Fig. 1: routing congestion
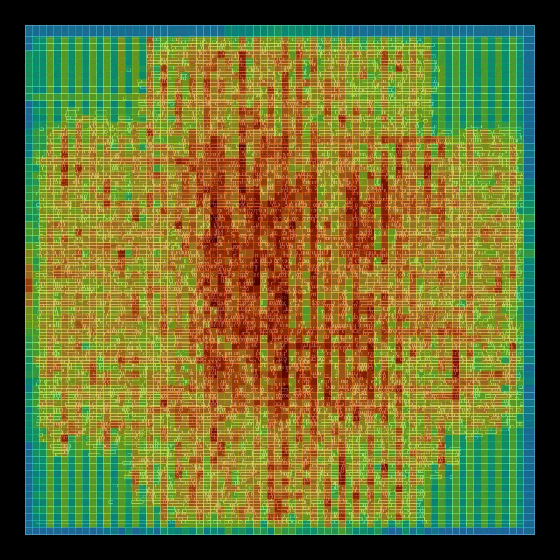
Fig. 2: signal wires by layer
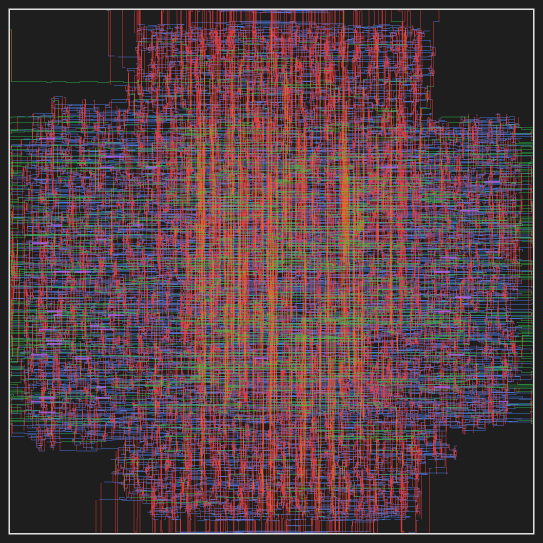
Fig. 3: met3 routing
Scale bar: 100 µm. Cells faint in the background.
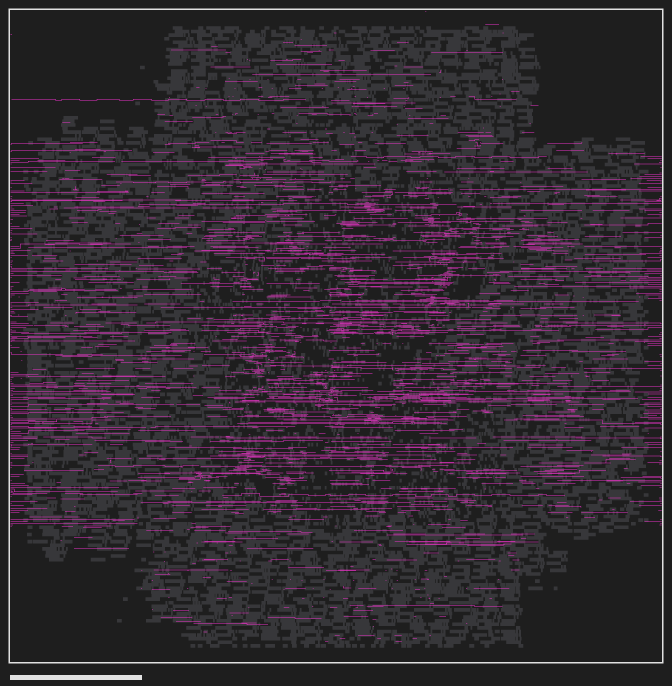
<file path="src/rtl/qr_result_serializer_pkg.sv">
// Purpose: shared widths, word counts and field-index helper for the QR result serializer.
// Latency: none (constants and a pure function).
// Backpressure: not applicable.
package qr_pkg;

    localparam int WORD_W  = 20;
    localparam int N_Y     = 8;
    localparam int N_R     = 16;
    localparam int N_WORDS = N_Y + N_R;
    localparam int Y_W     = N_Y * WORD_W;
    localparam int R_W     = N_R * WORD_W;
    localparam int ENTRY_W = 1 + R_W + Y_W;
    localparam int IDX_W   = 5;

    localparam logic [IDX_W-1:0] LAST_IDX = IDX_W'(N_WORDS - 1);

    // Entry layout is {last, r, y_hat}, so word idx of the stream sits at
    // bit offset idx*WORD_W for both the y_hat and the R section.
    function automatic logic [8:0] word_lsb(input logic [IDX_W-1:0] idx);
        return {4'b0000, idx} * 9'(WORD_W);
    endfunction

endpackage

</file>
<file path="src/rtl/qr_result_serializer_if.sv">
// Purpose: word stream from the serializer to the host/DMA side.
// Latency: none (wiring only).
// Backpressure: consumer drives ready; a word moves when valid & ready.
interface qr_result_serializer_if;

    logic                      valid;
    logic                      ready;
    logic [qr_pkg::WORD_W-1:0] data;
    logic                      sof;
    logic                      eof;
    logic                      last;

    modport master (output valid, output data, output sof, output eof, output last, input ready);
    modport slave  (input valid, input data, input sof, input eof, input last, output ready);

endinterface

</file>
<file path="src/rtl/qr_result_serializer_fifo.sv">
// Purpose: synchronous result FIFO, count-based full/empty, drop-on-full with sticky flag.
// Latency: a push is visible at dout on the cycle after the write edge when the FIFO was empty.
// Backpressure: none upstream; a push with no space is dropped and overflow latches.
module qr_result_fifo #(
    parameter int W     = 8,
    parameter int DEPTH = 4
) (
    input  logic                     i_clk,
    input  logic                     i_rst,
    input  logic                     push,
    input  logic [W-1:0]             din,
    input  logic                     pop,
    output logic [W-1:0]             dout,
    output logic [$clog2(DEPTH):0]   count,
    output logic                     overflow
);

    localparam int PW = $clog2(DEPTH);
    localparam int CW = PW + 1;

    logic [W-1:0]  mem [DEPTH];
    logic [PW-1:0] wr_ptr;
    logic [PW-1:0] rd_ptr;
    logic          do_pop;
    logic          do_push;
    logic          space;

    // A pop in the same cycle frees the head first, so a full FIFO can still accept.
    assign do_pop  = pop && (count != '0);
    assign space   = (count != CW'(DEPTH)) || do_pop;
    assign do_push = push && space;
    assign dout    = mem[rd_ptr];

    // Pointers, occupancy and the sticky drop flag.
    always_ff @(posedge i_clk or posedge i_rst) begin
        if (i_rst) begin
            wr_ptr   <= '0;
            rd_ptr   <= '0;
            count    <= '0;
            overflow <= 1'b0;
        end else begin
            if (do_push) wr_ptr <= wr_ptr + PW'(1);
            if (do_pop)  rd_ptr <= rd_ptr + PW'(1);
            if (do_push && !do_pop)      count <= count + CW'(1);
            else if (!do_push && do_pop) count <= count - CW'(1);
            if (push && !space) overflow <= 1'b1;
        end
    end

    // Storage array; contents are don't-care until written.
    always_ff @(posedge i_clk) begin
        if (do_push) mem[wr_ptr] <= din;
    end

endmodule

</file>
<file path="src/rtl/qr_result_serializer.sv">
// Purpose: capture QR engine results and stream each as 24 x 20-bit words with frame markers.
// Latency: result pushed at edge T into an empty buffer shows word 0 during cycle T+1.
// Backpressure: valid/ready on the output; outputs hold while stalled; results dropped when full.
module qr_result_serializer
    import qr_pkg::*;
#(
    parameter int DEPTH = 4
) (
    input  logic                         i_clk,
    input  logic                         i_rst,
    input  logic                         i_rd_vld,
    input  logic                         i_last_data,
    input  logic [Y_W-1:0]               i_y_hat,
    input  logic [R_W-1:0]               i_r,
    qr_result_serializer_if.master       out_if,
    output logic [$clog2(DEPTH):0]       o_level,
    output logic                         o_overflow
);

    logic [ENTRY_W-1:0]     head;
    logic [$clog2(DEPTH):0] count;
    logic [IDX_W-1:0]       idx;
    logic                   valid;
    logic                   xfer;
    logic                   pop;

    assign valid   = (count != '0);
    assign xfer    = valid && out_if.ready;
    assign pop     = xfer && (idx == LAST_IDX);
    assign o_level = count;

    qr_result_fifo #(
        .W     (ENTRY_W),
        .DEPTH (DEPTH)
    ) u_fifo (
        .i_clk    (i_clk),
        .i_rst    (i_rst),
        .push     (i_rd_vld),
        .din      ({i_last_data, i_r, i_y_hat}),
        .pop      (pop),
        .dout     (head),
        .count    (count),
        .overflow (o_overflow)
    );

    // Word index over the head entry; wraps to 0 when the last word is taken.
    always_ff @(posedge i_clk or posedge i_rst) begin
        if (i_rst) begin
            idx <= '0;
        end else if (xfer) begin
            idx <= pop ? '0 : idx + IDX_W'(1);
        end
    end

    // Output mux from registered state only; forced to zero when nothing is held.
    always_comb begin
        out_if.valid = valid;
        out_if.data  = '0;
        out_if.sof   = 1'b0;
        out_if.eof   = 1'b0;
        out_if.last  = 1'b0;
        if (valid) begin
            out_if.data = head[word_lsb(idx) +: WORD_W];
            out_if.sof  = (idx == '0);
            out_if.eof  = (idx == LAST_IDX);
            out_if.last = (idx == LAST_IDX) && head[ENTRY_W-1];
        end
    end

endmodule

</file>
<file path="src/flat_wrapper.sv">
// flat-port wrapper written by rule: the top's interface ports become plain ports
module qr_result_serializer_flat import qr_pkg::*;
#(
    parameter int DEPTH = 4
)
  (i_clk, i_rst, i_rd_vld, i_last_data, i_y_hat, i_r, o_level, o_overflow, out_if_valid, out_if_data, out_if_sof, out_if_eof, out_if_last, out_if_ready);
  qr_result_serializer_if out_if_i ();
  input  logic i_clk;
  input  logic i_rst;
  input  logic i_rd_vld;
  input  logic i_last_data;
  input  logic [Y_W-1:0] i_y_hat;
  input  logic [R_W-1:0] i_r;
  output logic [$clog2(DEPTH):0] o_level;
  output logic o_overflow;
  output wire logic [$bits(out_if_i.valid)-1:0] out_if_valid;
  output wire logic [$bits(out_if_i.data)-1:0] out_if_data;
  output wire logic [$bits(out_if_i.sof)-1:0] out_if_sof;
  output wire logic [$bits(out_if_i.eof)-1:0] out_if_eof;
  output wire logic [$bits(out_if_i.last)-1:0] out_if_last;
  input wire logic [$bits(out_if_i.ready)-1:0] out_if_ready;
  assign out_if_valid = out_if_i.valid;
  assign out_if_data = out_if_i.data;
  assign out_if_sof = out_if_i.sof;
  assign out_if_eof = out_if_i.eof;
  assign out_if_last = out_if_i.last;
  assign out_if_i.ready = out_if_ready;
  qr_result_serializer #(.DEPTH(DEPTH)) u_core (.i_clk(i_clk), .i_rst(i_rst), .i_rd_vld(i_rd_vld), .i_last_data(i_last_data), .i_y_hat(i_y_hat), .i_r(i_r), .out_if(out_if_i), .o_level(o_level), .o_overflow(o_overflow));
endmodule
</file>
<file path="config.mk">
export PLATFORM = sky130hd
export DESIGN_NAME = qr_result_serializer_flat
export DESIGN_NICKNAME = d
export VERILOG_FILES = /design/src/rtl/qr_result_serializer_pkg.sv /design/src/rtl/qr_result_serializer_if.sv /design/src/rtl/qr_result_serializer_fifo.sv /design/src/rtl/qr_result_serializer.sv /design/src/flat_wrapper.sv
export SDC_FILE = /design/constraint.sdc
export NUM_CORES = 2
export LEC_CHECK = 0
export ABC_AREA = 1
export CAP_MARGIN = 20
export CORE_MARGIN = 10
export CORE_UTILIZATION = 40
export CTS_CLUSTER_DIAMETER = 60
export DETAILED_ROUTE_END_ITERATION = 8
export HOLD_SLACK_MARGIN = 0.12
export PLACE_DENSITY = 0.57
export RECOVER_POWER = 50
export SETUP_SLACK_MARGIN = 0.02
export SYNTH_ARGS = -nofsm -noshare
export SYNTH_HDL_FRONTEND = slang
export SYNTH_SLANG_ARGS = --single-unit
</file>
<file path="constraint.sdc">
create_clock -name i_clk -period 70.8 [get_ports i_clk]
set_input_delay 7.08 -clock i_clk [delete_from_list [all_inputs] [get_ports i_clk]]
set_output_delay 7.08 -clock i_clk [all_outputs]
set_load 0.1 [all_outputs]
</file>
==> results.toml <==
# yosys + openroad results
[outcome]
status = "finished clean"

[synthesis]
fa_ha_area_share_pct = 0.2259
avgSynthCellArea_um2 = 9.514
syn_nets = 9933
synthXorXnorAreaFrac_pct = 0.06832
ys_chip_area_mm2 = 0.08974
top_cells_by_count = "4397 x nand2_1, 1924 x edfxtp_1, 1637 x nand3_1"
synthArstFlopShare_pct = 0.6711
synthAoiAreaFrac_pct = 3.058

[sta]
maxSlewHeadroom_pct = 9.948
setup_violations = 0
slew_violations = 0

[finish]
layout.nets = 10171
multi_input_comb_cells = 6800
n_clock_buffer = 254
final_area_mm2 = 0.1040
antenna_cells = 67
bufAreaShareNonClock_pct = 6.003
final.fill_count = 21031
layout-drive-gt1-share_pct = 4.624
comb_share_pct = 27.64

[grt]
grt_pass1_vias = 64744
use_met1_pct = 40.36

[setup_path]
startpoint = "u_core.u_fifo.rd_ptr[0]"
worstPathRequired_ns = 63.72
path_depth = 18
critPathSlowestCell = "clkdlybuf4s50_1"
reg2reg_from = "u_core.idx[0]"
endpoint = "out_if_data[11]"
crit_chain = "buf_4, buf_12, buf_4, buf_4, buf_4, o21ai_0, o21ai_1, nand2_1, nand2_1, nand2_1, nand2_1, a21oi_1, nand2_1, nand2_1, nand2_1, nand3_1, a21oi_1, clkdlybuf4s50_1"
critical_path.most_common_cell = "nand2_1"

[job]
warnings = 76

[floorplan]
coreArea_mm2 = 0.2227
ios = 513

[placed_design]
portBuffers = 512

[clocking]
clockBufferDepth = 3
cts.sinks = 1937

[hold_path]
min-delay-path-class = "register to register"
hold_start = "u_core.u_fifo.overflow"
About Fig. 1:
GR Util All Layers: 27.88%
global-route met3 utilization: 6.649%
Top Usage Layer GRT: met1
Final Util: 46.71%
DR WL/cell: 27.51 µm

About Fig. 2:
Orange is metal 4, wire length 17300 µm. Purple is metal 5, wire length 438 µm. Blue is metal 1, wire length 151 mm. Red is metal 2, wire length 149 mm. Green is metal 3, wire length 36.5 mm.
via count: 71884
WL final: 354.4 mm

About Fig. 3:
The longest straight run is 235 µm. The layer holds 10% of the routed length.

